[src/rtl/spi_arb_pkg.sv]
// Shared types and constants for the SPI transmit arbiter.
// Latency: none (declarations only).
// Backpressure: n/a. The CRC state exists only when SPI_ARB_CRC_EN is defined.
package spi_arb_pkg;

    typedef enum logic [2:0] {
        ST_IDLE,
        ST_SEL,
        ST_HDR,
        ST_WAIT,
        ST_PAY,
`ifdef SPI_ARB_CRC_EN
        ST_CRC,
`endif
        ST_GAP
    } state_e;

    // Header byte layout: channel id on top, payload length below it.
    localparam int HDR_CH_BIT  = 7;
    localparam int HDR_LEN_MSB = 6;

    localparam logic [7:0] CRC8_POLY = 8'h07;
    localparam logic [7:0] CRC8_INIT = 8'h00;

endpackage

[src/rtl/spi_crc8.sv]
// One byte step of CRC-8 (poly 0x07), MSB-first.
// Latency: combinational.
// Backpressure: none.
module spi_crc8
    import spi_arb_pkg::*;
(
    input  logic [7:0] crc_in,
    input  logic [7:0] data,
    output logic [7:0] crc_out
);

    logic [7:0] w_c;

    // Shift the byte through the polynomial divider one bit at a time.
    always_comb begin
        w_c = crc_in ^ data;
        for (int i = 0; i < 8; i++) begin
            w_c = w_c[7] ? ((w_c << 1) ^ CRC8_POLY) : (w_c << 1);
        end
        crc_out = w_c;
    end

endmodule

[src/rtl/spi_tx_arb.sv]
// Round-robin two-channel frame scheduler driving a shared SPI byte transmitter.
// Latency: req->gnt 1 cycle, ->cs_n low 2, ->first tx_start 3; gap of GAP_CYCLES+1 after cs_n rises.
// Backpressure: each tx_start waits for tx_busy=0; tx_done missing for TIMEOUT_CYCLES aborts. Macro SPI_ARB_CRC_EN appends a CRC-8 byte.
module spi_tx_arb
    import spi_arb_pkg::*;
#(
    parameter int GAP_CYCLES     = 16,
    parameter int TIMEOUT_CYCLES = 1024
) (
    input  logic       clk,
    input  logic       reset,
    input  logic       req0,
    input  logic       req1,
    input  logic [6:0] len0,
    input  logic [6:0] len1,
    input  logic [7:0] byte0,
    input  logic [7:0] byte1,
    output logic       rd0,
    output logic       rd1,
    output logic       gnt0,
    output logic       gnt1,
    output logic       done0,
    output logic       done1,
    output logic [7:0] tx_byte,
    output logic       tx_start,
    input  logic       tx_busy,
    input  logic       tx_done,
    output logic       cs_n,
    output logic       busy,
    output logic       timeout_err,
    input  logic       err_clr
);

    localparam int GW = $clog2(GAP_CYCLES + 1);
    localparam int TW = $clog2(TIMEOUT_CYCLES + 1);

    state_e        r_state, w_state;
    logic          r_ch, w_ch, r_last, w_last;
    logic [6:0]    r_len, w_len, r_rem, w_rem;
    logic [GW-1:0] r_gap_cnt, w_gap_cnt;
    logic [TW-1:0] r_to_cnt, w_to_cnt;
    logic          r_gnt0, w_gnt0, r_gnt1, w_gnt1;
    logic          r_rd0, w_rd0, r_rd1, w_rd1;
    logic          r_done0, w_done0, r_done1, w_done1;
    logic [7:0]    r_tx_byte, w_tx_byte;
    logic          r_tx_start, w_tx_start;
    logic          r_cs_n, w_cs_n, r_busy, w_busy, r_err, w_err;
    logic          w_pick;
    logic [7:0]    w_hdr, w_pay_byte;

    // Tie goes to the channel not granted last; a lone request wins outright.
    assign w_pick     = (req0 && req1) ? ~r_last : req1;
    assign w_pay_byte = r_ch ? byte1 : byte0;

    // Header byte assembled from the latched channel and length.
    always_comb begin
        w_hdr                  = '0;
        w_hdr[HDR_CH_BIT]      = r_ch;
        w_hdr[HDR_LEN_MSB:0]   = r_len;
    end

`ifdef SPI_ARB_CRC_EN
    logic [7:0] r_crc, w_crc, w_crc_step, w_crc_data;
    logic       r_crc_sent, w_crc_sent;

    // CRC runs over exactly the bytes handed to the transmitter.
    assign w_crc_data = (r_state == ST_PAY) ? w_pay_byte : w_hdr;

    spi_crc8 u_crc8 (
        .crc_in  (r_crc),
        .data    (w_crc_data),
        .crc_out (w_crc_step)
    );
`endif

    // Next-state and next-output decode; every output is registered below.
    always_comb begin
        w_state    = r_state;
        w_ch       = r_ch;
        w_len      = r_len;
        w_rem      = r_rem;
        w_gap_cnt  = r_gap_cnt;
        w_to_cnt   = r_to_cnt;
        w_last     = r_last;
        w_gnt0     = r_gnt0;
        w_gnt1     = r_gnt1;
        w_rd0      = 1'b0;
        w_rd1      = 1'b0;
        w_done0    = 1'b0;
        w_done1    = 1'b0;
        w_tx_byte  = r_tx_byte;
        w_tx_start = 1'b0;
        w_cs_n     = r_cs_n;
        w_busy     = r_busy;
        w_err      = r_err & ~err_clr;
`ifdef SPI_ARB_CRC_EN
        w_crc      = r_crc;
        w_crc_sent = r_crc_sent;
`endif
        case (r_state)
            ST_IDLE: begin
                if (req0 || req1) begin
                    w_ch    = w_pick;
                    w_last  = w_pick;
                    w_len   = w_pick ? len1 : len0;
                    w_rem   = w_pick ? len1 : len0;
                    w_gnt0  = ~w_pick;
                    w_gnt1  = w_pick;
                    w_busy  = 1'b1;
                    w_state = ST_SEL;
`ifdef SPI_ARB_CRC_EN
                    w_crc      = CRC8_INIT;
                    w_crc_sent = 1'b0;
`endif
                end
            end
            ST_SEL: begin
                w_cs_n  = 1'b0;
                w_state = ST_HDR;
            end
            ST_HDR: begin
                if (!tx_busy) begin
                    w_tx_byte  = w_hdr;
                    w_tx_start = 1'b1;
                    w_to_cnt   = '0;
                    w_state    = ST_WAIT;
`ifdef SPI_ARB_CRC_EN
                    w_crc      = w_crc_step;
`endif
                end
            end
            ST_WAIT: begin
                if (tx_done) begin
                    if (r_rem != 7'd0) begin
                        w_state = ST_PAY;
`ifdef SPI_ARB_CRC_EN
                    end else if (!r_crc_sent) begin
                        w_state = ST_CRC;
`endif
                    end else begin
                        w_cs_n    = 1'b1;
                        w_gap_cnt = '0;
                        w_state   = ST_GAP;
                    end
                end else if (r_to_cnt == TW'(TIMEOUT_CYCLES - 1)) begin
                    // Abort: flag set overrides a same-cycle clear.
                    w_err     = 1'b1;
                    w_cs_n    = 1'b1;
                    w_gap_cnt = '0;
                    w_state   = ST_GAP;
                end else begin
                    w_to_cnt = r_to_cnt + 1'b1;
                end
            end
            ST_PAY: begin
                if (!tx_busy) begin
                    w_tx_byte  = w_pay_byte;
                    w_tx_start = 1'b1;
                    w_rd0      = ~r_ch;
                    w_rd1      = r_ch;
                    w_rem      = r_rem - 1'b1;
                    w_to_cnt   = '0;
                    w_state    = ST_WAIT;
`ifdef SPI_ARB_CRC_EN
                    w_crc      = w_crc_step;
`endif
                end
            end
`ifdef SPI_ARB_CRC_EN
            ST_CRC: begin
                if (!tx_busy) begin
                    w_tx_byte  = r_crc;
                    w_tx_start = 1'b1;
                    w_crc_sent = 1'b1;
                    w_to_cnt   = '0;
                    w_state    = ST_WAIT;
                end
            end
`endif
            ST_GAP: begin
                if (r_gap_cnt == GW'(GAP_CYCLES)) begin
                    w_done0 = ~r_ch;
                    w_done1 = r_ch;
                    w_gnt0  = 1'b0;
                    w_gnt1  = 1'b0;
                    w_busy  = 1'b0;
                    w_state = ST_IDLE;
                end else begin
                    w_gap_cnt = r_gap_cnt + 1'b1;
                end
            end
            default: w_state = ST_IDLE;
        endcase
    end

    // State, datapath and output registers.
    always_ff @(posedge clk or negedge reset) begin
        if (!reset) begin
            r_state    <= ST_IDLE;
            r_ch       <= 1'b0;
            r_last     <= 1'b1;
            r_len      <= '0;
            r_rem      <= '0;
            r_gap_cnt  <= '0;
            r_to_cnt   <= '0;
            r_gnt0     <= 1'b0;
            r_gnt1     <= 1'b0;
            r_rd0      <= 1'b0;
            r_rd1      <= 1'b0;
            r_done0    <= 1'b0;
            r_done1    <= 1'b0;
            r_tx_byte  <= '0;
            r_tx_start <= 1'b0;
            r_cs_n     <= 1'b1;
            r_busy     <= 1'b0;
            r_err      <= 1'b0;
        end else begin
            r_state    <= w_state;
            r_ch       <= w_ch;
            r_last     <= w_last;
            r_len      <= w_len;
            r_rem      <= w_rem;
            r_gap_cnt  <= w_gap_cnt;
            r_to_cnt   <= w_to_cnt;
            r_gnt0     <= w_gnt0;
            r_gnt1     <= w_gnt1;
            r_rd0      <= w_rd0;
            r_rd1      <= w_rd1;
            r_done0    <= w_done0;
            r_done1    <= w_done1;
            r_tx_byte  <= w_tx_byte;
            r_tx_start <= w_tx_start;
            r_cs_n     <= w_cs_n;
            r_busy     <= w_busy;
            r_err      <= w_err;
        end
    end

`ifdef SPI_ARB_CRC_EN
    // Running CRC accumulator and the per-frame "CRC already sent" marker.
    always_ff @(posedge clk or negedge reset) begin
        if (!reset) begin
            r_crc      <= CRC8_INIT;
            r_crc_sent <= 1'b0;
        end else begin
            r_crc      <= w_crc;
            r_crc_sent <= w_crc_sent;
        end
    end
`endif

    assign gnt0        = r_gnt0;
    assign gnt1        = r_gnt1;
    assign rd0         = r_rd0;
    assign rd1         = r_rd1;
    assign done0       = r_done0;
    assign done1       = r_done1;
    assign tx_byte     = r_tx_byte;
    assign tx_start    = r_tx_start;
    assign cs_n        = r_cs_n;
    assign busy        = r_busy;
    assign timeout_err = r_err;

endmodule
[config.mk]
export PLATFORM = sky130hd
export DESIGN_NAME = spi_tx_arb
export DESIGN_NICKNAME = d
export VERILOG_FILES = /design/src/rtl/spi_arb_pkg.sv /design/src/rtl/spi_crc8.sv /design/src/rtl/spi_tx_arb.sv
export SDC_FILE = /design/constraint.sdc
export NUM_CORES = 1
export LEC_CHECK = 0
export ABC_AREA = 0
export CORE_ASPECT_RATIO = 0.7
export CORE_MARGIN = 1
export CORE_UTILIZATION = 56
export CTS_CLUSTER_DIAMETER = 30
export DETAILED_ROUTE_END_ITERATION = 10
export PLACE_DENSITY = 0.9
export SLEW_MARGIN = 20
export SYNTH_ARGS = -nofsm -noshare
export SYNTH_HDL_FRONTEND = slang
export SYNTH_HIERARCHICAL = 1
export SYNTH_SLANG_ARGS = --single-unit
[constraint.sdc]
create_clock -name clk -period 5.6 [get_ports clk]
set_input_delay 1.12 -clock clk [delete_from_list [all_inputs] [get_ports clk]]
set_output_delay 1.12 -clock clk [all_outputs]
set_load 0.05 [all_outputs]
==> metrics.cfg <==
[clock_tree]
clockBufferDepth = 2
cts_resized = 0
clk_pin_slew_worst_paths_ns = 0.10
cts_buffers = 5
cts_tree = yes
hold_buffers = 0
cts_max_level = 2

[final_timing]
layout_setup_ws_ns = 2.82
timing.setup.tns_ns = 0
fin_crit_ns = 2.78
fmax_mhz = 360
max_slew.worst_pin.slew_ns = 0.848
finalCritPeriodShare = 0.496
rsz0062_at_grt = no
hold_ws_ns = 0.491
maxSlewViolCount = 0
setup_viol = 0
finalHoldViolCount = 0

[die]
pin_count = 55
die_width_microns = 88.1
die_height_microns = 62.3
num_rows = 21
coreArea_sq_um = 4890
die_area_sq_um = 5480

[setup_path]
cp_slowest_cell = clkdlybuf4s50_1
crit_path_cell_trace = clkdlybuf4s50_1 -> and4bb_1 -> o41a_1 -> nor4_1 -> mux2_1
crit_type = in2reg
cp_top_family = simple AND/OR/NAND/NOR gates
path_buffers = 1
crit_required_ns = 5.80
path_depth = 5
cpPeakStageDelay_ns = 0.54
r2r_cells = 4
crit_path_end_kind = register
path_max_fanout = 11
arrival_ns = 2.98
reg2reg_slack_ns = 3.08
critPathLaunchType = input port

[pwr]
p_total_uw = 1700
p_clk_uw = 225
swShare = 0.448
power.clock.fraction = 0.132
powerComb_uw = 790
p_per_area_nw_per_um2 = 480
ir_worst_vdd_v = 0.000328
p_leak_uw = 0.00149
powerSeq_uw = 689
p_seq_frac = 0.404
power.switching_uw = 763
p_int_uw = 941

[global_route]
grt_pass1_vias = 2428
grt-ovfl-total = 0
grt_max_degree = 54
use_met3 = 0.0479
grt_util_met2 = 0.421
antenna_found_initial = 0
grt.busiest_layer = met2
grtUsageMet1 = 0.401

[hold_path]
hold_class = reg2reg
holdPathStages = 1

[yosys]
synth_dominant_cell_count = dfrtp_1
area_leaders = dfrtp_1 (44%), mux2i_1 (5.2%), nor2_1 (3.9%)
yosysUniqueCellTypes = 60
postSynthAreaPerCell_sq_um = 9.81
synth_cells = 296
synthArstFlopShare = 1.00
ys_cells = 296
yosys_most_used_dff = dfrtp_1
synthTopCellsByCount = dfrtp_1 (51), nor2_1 (30), nand2_1 (20)
synth-edff-count = 0
ys_ff = 53
top_cell_area_share = 0.439
synth_seq_share = 0.458
synth.largest_area_cell = dfrtp_1

[detailed_routing]
drtAntennaViolNets = 0
post-route-drc-count = 0
met1_length_microns = 3270
dr.pass1.iters = 4
top_layer_used = met4

[finish]
final-seq-area_sq_um = 1330
n_antenna_cell = 0
layout-drive-gt1-share = 0.0676
areaGrowthSynthToFinish_pct = 22.2
num-fill-cells = 354
post-route-util = 0.726
comb_area_sq_um = 1470
fin_area_sq_um = 3550
layout.nets = 381

[placement]
io_buffers = 54
globalplace.congestion = 0.894
placed_cells = 401
dpl_worst_slack_ns = 2.19
dp_hpwl_microns = 4880

[status]
status = finished clean

[job]
tool_warnings = 28

-- flip-flops by register name, indices dropped and copies added, names as in the netlist, 3 cells and up --
signal and cells:
r_to_cnt 11, tx_byte 8, r_gap_cnt 5, r_state 3, r_len 7, r_rem 7
-- kinds of logic after synthesis --
logic type	after synthesis	synth area share
and+or+nand+nor	104	0.198
AOI/OAI and AO/OA	85	0.206
DFF	53	0.458
buffers and inverters	27	0.0405
muxes	20	0.0711
adders and majority gates	5	0.0215
xor gates and xnor gates	2	0.00603
-- path summary, 6_finish.rpt --
kind	from	endpoint
max	tx_done	r_state[0]
max in group asynchronous	reset	r_rem[5]
max reg2reg	r_state[1]	r_rem[6]
min reg2reg	tx_byte[7]	tx_byte[7]
min in group asynchronous	reset	r_to_cnt[6]
min	tx_byte[7]	tx_byte[7]
-- placed cells by master (no fill, tap or decap), types with 3 or more instances in the layout --
| cell type | count |
|---|---|
| nor2_1 | 30 |
| dfrtp_1 | 51 |
| a21oi_1 | 18 |
| o211ai_1 | 4 |
| ha_1 | 5 |
| or3_1 | 5 |
| clkdlybuf4s50_1 | 53 |
| a22o_1 | 6 |
| o31ai_1 | 4 |
| nand2b_1 | 4 |
| and3_1 | 3 |
| o22ai_1 | 3 |
| nor4_1 | 3 |
| a31oi_1 | 7 |
| a211oi_1 | 3 |
| o21ai_1 | 13 |
| nor3_1 | 6 |
| mux2_1 | 3 |
| mux2i_1 | 15 |
| o21ai_0 | 5 |
| nand2_1 | 20 |
| a21o_1 | 4 |
| clkbuf_8 | 5 |
| nand3_1 | 10 |
| inv_1 | 7 |
-- layout make-up --
type / count / area share
multi-input cells: 216 / 0.413
clock inverters: 3 / 0.00705
clock buffers: 5 / 0.0194
flip-flops and latches: 53 / 0.374
repair buffers: 55 / 0.153
well taps: 69 / 0.0243
inverters: 8 / 0.00846
Clock network drawn from the DEF:
Scale bar: 20 microns.
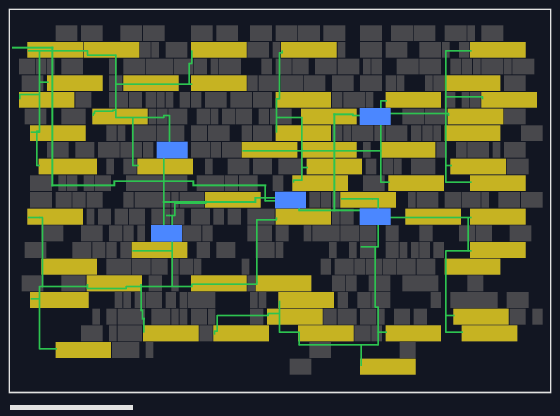
[yellow] flip-flops | count: 53
[green] clock wires | length: 594 microns
[blue] clock drivers | count: 5
routed clock nets: 6
flops lie: widely spread

The clock network:
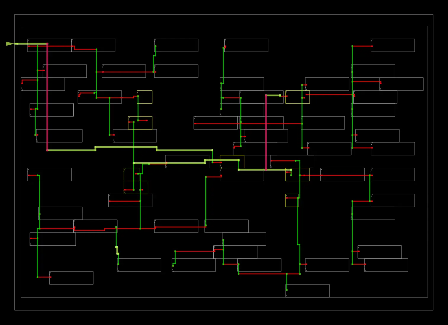
CTS sink count: 53
Final Skew: 0.00369 ns
Clk Latency, worst-skew pair: 0.31 ns
clkbuf count: 5

Wiring by layer:
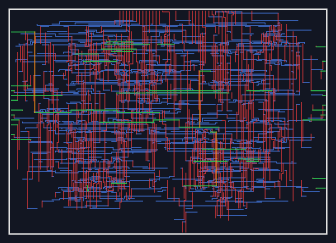
[green] metal 3 | wire length: 301 microns
[orange] metal 4 | wire length: 53.0 microns
[red] metal 2 | wire length: 3,250 microns
[blue] metal 1 | wire length: 3,270 microns
final wirelength: 6870 microns
Total GRT Usage: 0.273
wire per inst: 16.8 microns
Vias: 2,424

Gate-type map:
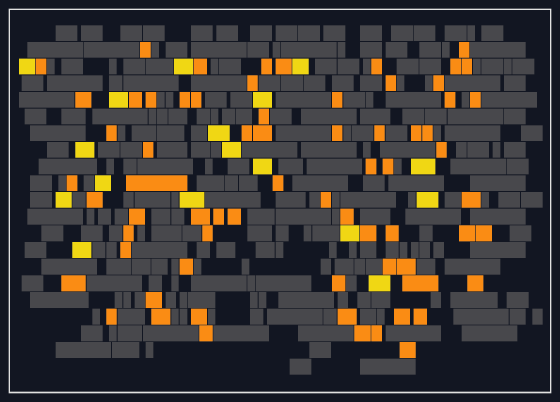
[yellow] non-inverting ao/oa cells | cells: 17 | most used: a22o_1
[orange] aoi and oai cells | cells: 68 | most used: a21oi_1 | where: widely spread
Non-Filler Instances: 409
fraction of area in multi-input gates: 0.413

Wires at chosen ports, followed through buffers:
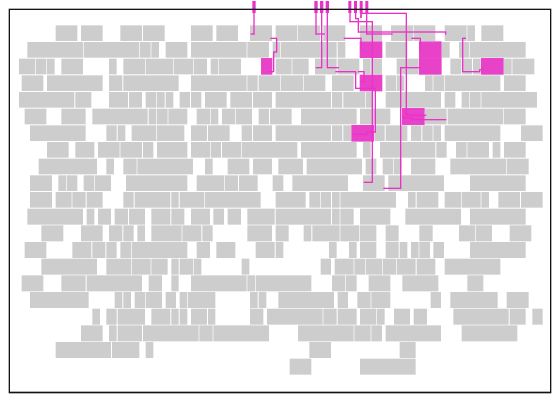
[magenta] `byte0` | bits: 8 | direction: input | edge: top | end cells: 8 | wire: 200 microns

